$ cat src/rtl/cpu_pkg.sv
// Shared CPU encodings: opcodes, FSM states, ALUOp and PCSrc codes.
// Also classifies an opcode into the instruction class that picks the FSM path.
package cpu_pkg;

   localparam int unsigned OP_W    = 6;
   localparam int unsigned STATE_W = 3;
   localparam int unsigned ALUOP_W = 3;
   localparam int unsigned PCSRC_W = 2;

   localparam logic [OP_W-1:0] OP_ADD  = 6'b000000;
   localparam logic [OP_W-1:0] OP_SUB  = 6'b000001;
   localparam logic [OP_W-1:0] OP_ADDI = 6'b000010;
   localparam logic [OP_W-1:0] OP_ORI  = 6'b010010;
   localparam logic [OP_W-1:0] OP_AND  = 6'b010001;
   localparam logic [OP_W-1:0] OP_SLT  = 6'b100110;
   localparam logic [OP_W-1:0] OP_SW   = 6'b110000;
   localparam logic [OP_W-1:0] OP_LW   = 6'b110001;
   localparam logic [OP_W-1:0] OP_BEQ  = 6'b110100;
   localparam logic [OP_W-1:0] OP_J    = 6'b111000;

   typedef enum logic [STATE_W-1:0] {
      ST_IF     = 3'b000,
      ST_ID     = 3'b001,
      ST_EXE_AL = 3'b110,
      ST_WB_AL  = 3'b111,
      ST_EXE_BR = 3'b101,
      ST_EXE_LS = 3'b010,
      ST_MEM    = 3'b011,
      ST_WB_LD  = 3'b100
   } state_e;

   localparam logic [ALUOP_W-1:0] ALU_ADD = 3'b000;
   localparam logic [ALUOP_W-1:0] ALU_SUB = 3'b001;
   localparam logic [ALUOP_W-1:0] ALU_OR  = 3'b010;
   localparam logic [ALUOP_W-1:0] ALU_AND = 3'b011;
   localparam logic [ALUOP_W-1:0] ALU_SLT = 3'b100;

   localparam logic [PCSRC_W-1:0] PC_SEQ = 2'b00;
   localparam logic [PCSRC_W-1:0] PC_BR  = 2'b01;
   localparam logic [PCSRC_W-1:0] PC_JMP = 2'b10;

   typedef enum logic [2:0] {
      IC_ALU, IC_BR, IC_LS, IC_JMP, IC_HALT, IC_NOP
   } iclass_e;

   // Listed opcodes take precedence; anything else is halt or a NOP.
   function automatic iclass_e op_class(input logic [OP_W-1:0] op,
                                        input logic [OP_W-1:0] halt_op);
      iclass_e cls;
      cls = IC_NOP;
      case (op)
         OP_ADD, OP_SUB, OP_ADDI, OP_ORI, OP_AND, OP_SLT: cls = IC_ALU;
         OP_BEQ:                                          cls = IC_BR;
         OP_LW, OP_SW:                                    cls = IC_LS;
         OP_J:                                            cls = IC_JMP;
         default: cls = (op == halt_op) ? IC_HALT : IC_NOP;
      endcase
      return cls;
   endfunction

   function automatic logic [ALUOP_W-1:0] op_aluop(input logic [OP_W-1:0] op);
      logic [ALUOP_W-1:0] aop;
      aop = ALU_ADD;
      case (op)
         OP_SUB, OP_BEQ: aop = ALU_SUB;
         OP_ORI:         aop = ALU_OR;
         OP_AND:         aop = ALU_AND;
         OP_SLT:         aop = ALU_SLT;
         default:        aop = ALU_ADD;
      endcase
      return aop;
   endfunction

endpackage

$ cat src/rtl/control_unit_if.sv
// Control-unit bus: instruction/flag inputs and datapath control outputs.
interface control_unit_if;
   import cpu_pkg::*;

   logic [OP_W-1:0]    opcode;
   logic               zero;
   logic               PCWre;
   logic [PCSRC_W-1:0] PCSrc;
   logic               IRWre;
   logic               RegWre;
   logic               RegDst;
   logic               ALUSrcB;
   logic [ALUOP_W-1:0] ALUOp;
   logic               ExtSel;
   logic               mRD;
   logic               mWR;
   logic               DBDataSrc;
   logic [STATE_W-1:0] state;

   modport master (
      input  opcode, zero,
      output PCWre, PCSrc, IRWre, RegWre, RegDst, ALUSrcB, ALUOp,
             ExtSel, mRD, mWR, DBDataSrc, state
   );

   modport slave (
      output opcode, zero,
      input  PCWre, PCSrc, IRWre, RegWre, RegDst, ALUSrcB, ALUOp,
             ExtSel, mRD, mWR, DBDataSrc, state
   );
endinterface

$ cat src/rtl/control_outdec.sv
// Combinational (state, opcode, zero) -> control decode.
// Reset masks the write/load strobes so nothing commits while RST is high.
module control_outdec
   import cpu_pkg::*;
#(
   parameter logic [OP_W-1:0] HALT_OP = 6'b111111
) (
   input  logic               rst,
   input  state_e             state,
   input  logic [OP_W-1:0]    opcode,
   input  logic               zero,
   output logic               pc_wre,
   output logic [PCSRC_W-1:0] pc_src,
   output logic               ir_wre,
   output logic               reg_wre,
   output logic               reg_dst,
   output logic               alu_src_b,
   output logic [ALUOP_W-1:0] alu_op,
   output logic               ext_sel,
   output logic               m_rd,
   output logic               m_wr,
   output logic               db_data_src
);

   iclass_e cls;
   logic    imm_op;
   logic    sext_op;
   logic    rtype_op;

   always_comb begin
      pc_wre      = 1'b0;
      pc_src      = PC_SEQ;
      ir_wre      = 1'b0;
      reg_wre     = 1'b0;
      reg_dst     = 1'b0;
      alu_src_b   = 1'b0;
      alu_op      = ALU_ADD;
      ext_sel     = 1'b0;
      m_rd        = 1'b0;
      m_wr        = 1'b0;
      db_data_src = 1'b0;

      cls      = op_class(opcode, HALT_OP);
      imm_op   = opcode inside {OP_ADDI, OP_ORI, OP_LW, OP_SW};
      sext_op  = opcode inside {OP_ADDI, OP_LW, OP_SW, OP_BEQ};
      rtype_op = opcode inside {OP_ADD, OP_SUB, OP_AND, OP_SLT};

      // Per-instruction fields stay stable from ID to the final state.
      if (state != ST_IF) begin
         alu_op  = op_aluop(opcode);
         ext_sel = sext_op;
         reg_dst = rtype_op;
      end

      case (state)
         ST_IF: ir_wre = 1'b1;
         ST_ID: begin
            if (cls == IC_JMP) begin
               pc_wre = 1'b1;
               pc_src = PC_JMP;
            end else if (cls == IC_NOP) begin
               pc_wre = 1'b1;
            end
         end
         ST_EXE_AL, ST_EXE_LS: alu_src_b = imm_op;
         ST_EXE_BR: begin
            alu_src_b = imm_op;
            pc_wre    = 1'b1;
            pc_src    = zero ? PC_BR : PC_SEQ;
         end
         ST_WB_AL: begin
            alu_src_b = imm_op;
            reg_wre   = 1'b1;
            pc_wre    = 1'b1;
         end
         ST_MEM: begin
            if (opcode == OP_LW) begin
               m_rd = 1'b1;
            end else if (opcode == OP_SW) begin
               m_wr   = 1'b1;
               pc_wre = 1'b1;
            end
         end
         ST_WB_LD: begin
            reg_wre     = 1'b1;
            db_data_src = 1'b1;
            pc_wre      = 1'b1;
         end
         default: ;
      endcase

      if (rst) begin
         pc_wre  = 1'b0;
         ir_wre  = 1'b0;
         reg_wre = 1'b0;
         m_wr    = 1'b0;
      end
   end

endmodule

$ cat src/rtl/control_unit.sv
// Multicycle CPU control FSM: state register and next-state logic.
// Output decode lives in control_outdec.
module control_unit
   import cpu_pkg::*;
#(
   parameter logic [OP_W-1:0] HALT_OP = 6'b111111
) (
   input  logic CLK,
   input  logic RST,
   control_unit_if.master bus
);

   state_e  state_q;
   state_e  state_d;
   iclass_e cls;

   always_ff @(posedge CLK) begin
      if (RST) state_q <= ST_IF;
      else     state_q <= state_d;
   end

   // The instruction class is only consulted in ID; later states follow the chosen path.
   always_comb begin
      state_d = state_q;
      cls     = op_class(bus.opcode, HALT_OP);
      case (state_q)
         ST_IF: state_d = ST_ID;
         ST_ID: begin
            case (cls)
               IC_ALU:  state_d = ST_EXE_AL;
               IC_BR:   state_d = ST_EXE_BR;
               IC_LS:   state_d = ST_EXE_LS;
               IC_HALT: state_d = ST_ID;
               default: state_d = ST_IF;
            endcase
         end
         ST_EXE_AL: state_d = ST_WB_AL;
         ST_WB_AL:  state_d = ST_IF;
         ST_EXE_BR: state_d = ST_IF;
         ST_EXE_LS: state_d = ST_MEM;
         ST_MEM:    state_d = (bus.opcode == OP_LW) ? ST_WB_LD : ST_IF;
         ST_WB_LD:  state_d = ST_IF;
         default:   state_d = ST_IF;
      endcase
   end

   assign bus.state = state_q;

   control_outdec #(.HALT_OP(HALT_OP)) u_outdec (
      .rst         (RST),
      .state       (state_q),
      .opcode      (bus.opcode),
      .zero        (bus.zero),
      .pc_wre      (bus.PCWre),
      .pc_src      (bus.PCSrc),
      .ir_wre      (bus.IRWre),
      .reg_wre     (bus.RegWre),
      .reg_dst     (bus.RegDst),
      .alu_src_b   (bus.ALUSrcB),
      .alu_op      (bus.ALUOp),
      .ext_sel     (bus.ExtSel),
      .m_rd        (bus.mRD),
      .m_wr        (bus.mWR),
      .db_data_src (bus.DBDataSrc)
   );

endmodule
$ cat src/flat_wrapper.sv
// flat-port wrapper written by rule: the top's interface ports become plain ports
module control_unit_flat import cpu_pkg::*;
#(
   parameter logic [OP_W-1:0] HALT_OP = 6'b111111
)
  (CLK, RST, bus_opcode, bus_zero, bus_PCWre, bus_PCSrc, bus_IRWre, bus_RegWre, bus_RegDst, bus_ALUSrcB, bus_ALUOp, bus_ExtSel, bus_mRD, bus_mWR, bus_DBDataSrc, bus_state);
  control_unit_if bus_i ();
  input  logic CLK;
  input  logic RST;
  input wire logic [$bits(bus_i.opcode)-1:0] bus_opcode;
  input wire logic [$bits(bus_i.zero)-1:0] bus_zero;
  output wire logic [$bits(bus_i.PCWre)-1:0] bus_PCWre;
  output wire logic [$bits(bus_i.PCSrc)-1:0] bus_PCSrc;
  output wire logic [$bits(bus_i.IRWre)-1:0] bus_IRWre;
  output wire logic [$bits(bus_i.RegWre)-1:0] bus_RegWre;
  output wire logic [$bits(bus_i.RegDst)-1:0] bus_RegDst;
  output wire logic [$bits(bus_i.ALUSrcB)-1:0] bus_ALUSrcB;
  output wire logic [$bits(bus_i.ALUOp)-1:0] bus_ALUOp;
  output wire logic [$bits(bus_i.ExtSel)-1:0] bus_ExtSel;
  output wire logic [$bits(bus_i.mRD)-1:0] bus_mRD;
  output wire logic [$bits(bus_i.mWR)-1:0] bus_mWR;
  output wire logic [$bits(bus_i.DBDataSrc)-1:0] bus_DBDataSrc;
  output wire logic [$bits(bus_i.state)-1:0] bus_state;
  assign bus_i.opcode = bus_opcode;
  assign bus_i.zero = bus_zero;
  assign bus_PCWre = bus_i.PCWre;
  assign bus_PCSrc = bus_i.PCSrc;
  assign bus_IRWre = bus_i.IRWre;
  assign bus_RegWre = bus_i.RegWre;
  assign bus_RegDst = bus_i.RegDst;
  assign bus_ALUSrcB = bus_i.ALUSrcB;
  assign bus_ALUOp = bus_i.ALUOp;
  assign bus_ExtSel = bus_i.ExtSel;
  assign bus_mRD = bus_i.mRD;
  assign bus_mWR = bus_i.mWR;
  assign bus_DBDataSrc = bus_i.DBDataSrc;
  assign bus_state = bus_i.state;
  control_unit #(.HALT_OP(HALT_OP)) u_core (.CLK(CLK), .RST(RST), .bus(bus_i));
endmodule
$ cat config.mk
export PLATFORM = sky130hd
export DESIGN_NAME = control_unit_flat
export DESIGN_NICKNAME = d
export VERILOG_FILES = /design/src/rtl/cpu_pkg.sv /design/src/rtl/control_unit_if.sv /design/src/rtl/control_outdec.sv /design/src/rtl/control_unit.sv /design/src/flat_wrapper.sv
export SDC_FILE = /design/constraint.sdc
export NUM_CORES = 1
export LEC_CHECK = 0
export CORE_UTILIZATION = 35
export CTS_CLUSTER_SIZE = 30
export DETAILED_ROUTE_END_ITERATION = 7
export GPL_TIMING_DRIVEN = 0
export PLACE_DENSITY = 0.78
export REMOVE_ABC_BUFFERS = 1
export SKIP_CTS_REPAIR_TIMING = 1
export SLEW_MARGIN = 40
export SYNTH_ARGS = -nofsm -noshare
export SYNTH_HDL_FRONTEND = slang
export SYNTH_SLANG_ARGS = --single-unit
$ cat constraint.sdc
create_clock -name CLK -period 2.7 [get_ports CLK]
set_input_delay 0.81 -clock CLK [delete_from_list [all_inputs] [get_ports CLK]]
set_output_delay 0.81 -clock CLK [all_outputs]
set_load 0.02 [all_outputs]
gate_families.png
Scale: 8 px per um.
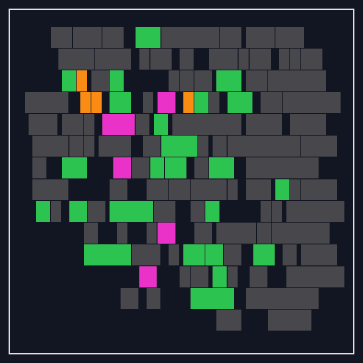
legend:
  orange:
    family: inverters
    cells: 4
    where: top left
  magenta:
    family: AND and OR gates
    cells: 5
  green:
    family: inverting AOI/OAI gates
    cells: 24

drive_strength.png
Scale: 8 px per um.
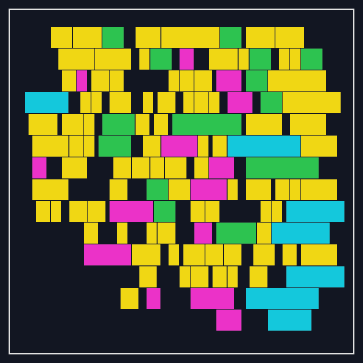
legend:
  green:
    size: drive 3 to 4
    cells: 14
    share: 12%
  cyan:
    size: drive 6 and up
    cells: 7
    share: 5.8%
  magenta:
    size: drive 2
    cells: 14
    share: 12%
  yellow:
    size: drive 1 or less
    cells: 85
    share: 71%
count of non-CTS buffers in the layout: 30
final instance area: 1030 um^2

==> ci_impl_report.md <==
## Implementation flow summary

| Metric | Value |
|---|---|
| Status | `finished with violations` |
| Failing checks | `setup timing` |
| Well tap count | `16` |
| Delay-heaviest family, CP | `AND-OR/OR-AND gates` |
| Worst-path cell chain | `buf_12 -> nor4bb_4 -> a21oi_2 -> o2bb2ai_2 -> or2_1 -> o41ai_2 -> buf_4` |
| Number of flip-flops in the largest register | `3` |
| Clk slew on worst S/H paths | `about 40 ps` |
| Startpoint types | `primary input` |
| Worst R2R End | `u_core.bus.state[2]$_SDFF_PP0_` |
| Placer Congestion | `between 0.9 and 1` |
| Avg WL per Cell | `roughly 16 um` |
| FFs & Latches | `3` |
| Critical Path Stages | `7` |
| Dpl ws | `-1380 ps` |
| Post-Syn Instances | `between 90 and 100` |
| Crit path arrival time | `between 2000 and 2500 ps` |
| Buf+Inv Stages, Crit Path | `2` |
| First-pass GRT wire length | `approximately 2.8 mm` |
| Avg Cell Area, Syn | `6.28 um^2` |
| Mux cell area share after synthesis | `0%` |
| WS Path Type | `primary input to output pin` |
| CLK BUF | `4` |
| Worst setup margin | `-269 ps` |
| Insertion Delay late pin | `between 200 and 250 ps` |
| Clk root buf | `clkbuf_4` |
| Post-synth cell types | `36` |
| Req. time, crit path | `approximately 1900 ps` |
| Hold Path Class | `flip-flop to flip-flop` |
| Num CTS Buffers | `3` |
| CTS tree | `done` |
| Worst setup path end | `bus_PCWre` |
| Top-count cell post-synth | `nor2_1` |
| Dominant logic cell types in the final layout | `nor2_1 (11), dlymetal6s2s_1 (9), nand2_1 (8), buf_4 (6)` |
| Vias per cell | `around 6.1` |
| Peak Freq | `0.337 GHz` |
| Met2 Usage GRT | `about a quarter` |
| Post-synth seq share | `between 10% and 20%` |
| Std-Cell Rows | `14` |
| Die Ht | `42.9 um` |
| Gr usage total | `19.2%` |
| Die ar. | `around 1800 um^2` |
| Largest combinational cell category by area | `simple AND/OR/NAND/NOR gates` |
| Init Core Util | `between 30% and 40%` |
| Routed met1 length | `around 910 um` |
| Worst vdd ir | `~0.16 mV` |
| FFs w/ async S/R, synth | `0%` |
| Worst-Margin Slew | `473 ps` |
| Static Leakage | `0.533 nW` |
| Synth area leader | `dfxtp_1` |
| Clock sinks | `3` |
| # diodes | `0` |
| RSZ-0062 raised after global routing | `true` |
| Commonest Layout Cell | `nor2_1` |
| Pin count of the biggest net entering global routing | `17` |
| Layout clock area frac | `under 10%` |
| Filler instances | `134` |
| TritonRoute pass-1 iters | `4` |
| Crit. End Element | `output pin` |
| Comb area share | `a little over half` |
| Aoi share | `a little under a third` |
| Overflow after GRT | `0` |
| Final HPWL DP | `1.24 mm` |
| WL final | `between 2 and 2.5 mm` |
| Final Slew Violations | `0` |
| Final ANT Viol Nets | `0` |
| Biggest Area Class | `logic gates` |
| Logic area | `approximately 550 um^2` |
| Synth warn | `0` |
| Worst-path fanout max | `16` |
| H-tree Lvls | `1` |
| Nets | `about 130` |
| Final Power | `261 uW` |
| Grt peak-use layer | `met1` |
| Reg2Reg Depth | `6` |
| Final hold vios | `0` |
| Iter 0 DRT Violations | `30` |
| Seq area share | `5.82%` |
| Adders+Majority by Area | `0%` |
| Yosys simple share | `approximately half` |
| Initial antenna violation count | `0` |
| Post-synth EDFFs | `0` |
| Clock tree buffer depth | `2` |
| Fin crit period | `2970 ps` |
| Vias in the first global route | `598` |
| Slowest cell on crit path | `o41ai_2` |
| Slew headroom | `between 60% and 70%` |
| Top layer in use | `met4` |
| IO Pins | `26` |
| Top-area cell share | `a little over 10%` |
| Number of cells in Yosys stat | `between 90 and 100` |
| Register area | `about 60 um^2` |
| R2r setup slk | `~850 ps` |
| Largest stage delay, worst path | `~340 ps` |
| Cell Area, Synth | `584 um^2` |
| Layout cell share with drive strength beyond 1 | `between 20 and 30%` |
| Syn-to-layout area delta | `76.7%` |
| Core area | `~1500 um^2` |
| Crit path from | `bus_opcode[1]` |
| #FFs+latches synth | `3` |
| Max-capacitance violation count | `0` |
| PD cells | `~250 nW/um^2` |
| Vias | `between 800 and 900` |
| Met1 GRT Util | `29.6%` |
| Met3 WL | `~180 um` |
| Chip Area, Yosys | `~580 um^2` |
| Yosys xor share | `1.50%` |
| Largest cells by area | `dfxtp_1 (10%), nor2_1 (7.7%), nand2_1 (5.8%)` |
| Final setup fails | `4` |
| Synth cell count leaders | `nor2_1 (12), nand2_1 (9), a21oi_1 (6)` |
| RR Startpoint | `u_core.bus.state[1]$_SDFF_PP0_` |
| Met2 routed WL | `between 1 and 1.5 mm` |
| Multi-input comb cells | `79` |
| Met3 GRT Util | `about 4.7%` |
| OpenROAD warnings | `26` |
| Top FF cell, synth | `dfxtp_1` |
| Port buffer count | `25` |
| Drt drc | `0` |
| Cycle use final | `110%` |
| Final Skew | `~1.3 ps` |
| Non-clock inverter total of the final layout | `4` |
| Chip width | `around 43 um` |
| Buffering overhead | `35.2%` |
==> how the worst min path moves through the flow <==
stage	from	endpoint	slack (ps)	cells after the start
final	u_core.bus.state[2]$_SDFF_PP0_	u_core.bus.state[2]$_SDFF_PP0_	730	2
after global placement	u_core.bus.state[2]$_SDFF_PP0_	u_core.bus.state[2]$_SDFF_PP0_	680	2
after floorplan	u_core.bus.state[2]$_SDFF_PP0_	u_core.bus.state[2]$_SDFF_PP0_	710	2
after detailed placement	u_core.bus.state[2]$_SDFF_PP0_	u_core.bus.state[2]$_SDFF_PP0_	700	2
after CTS	u_core.bus.state[2]$_SDFF_PP0_	u_core.bus.state[2]$_SDFF_PP0_	710	2
after global routing	u_core.bus.state[2]$_SDFF_PP0_	u_core.bus.state[2]$_SDFF_PP0_	760	2
==> power breakdown <==
| group | leakage (nW) | internal, mW | switching (mW) |
|---|---|---|---|
| combinational | 0.493 | 0.0608 | 0.0679 |
| clock | 0.0150 | 0.0554 | 0.0228 |
| sequential | 0.0246 | 0.0472 | 0.00663 |
| total | 0.533 | 0.163 | 0.0973 |
==> stage by stage <==
stage	util, %	hold WS (ps)	setup TNS (ps)	area, um^2	cells
after floorplan	-	705	-516	553	86
after global placement	53.4	683	-11300	823	127
after detailed placement	53.4	702	-11620	823	127
after CTS	55.1	709	-11660	850	131
after global routing	67.0	757	-535	1030	136
final	67.0	727	-357	1030	136
==> worst min-delay path, delay by kind of cell, from the launching register on <==
kind / cells / cell delay [ps]
flip-flops: 1 / 420
AND-OR/OR-AND: 2 / 250
==> logic make-up (layout without fill, tap and decap cells) <==
group | after synthesis | in the layout
AOI/OAI and AO/OA | 26 | 26
xor gates and xnor gates | 1 | 1
buffers and inverters | 11 | 38
DFF | 3 | 3
and+or+nand+nor | 52 | 52
Power and IR drop assume default switching activity.
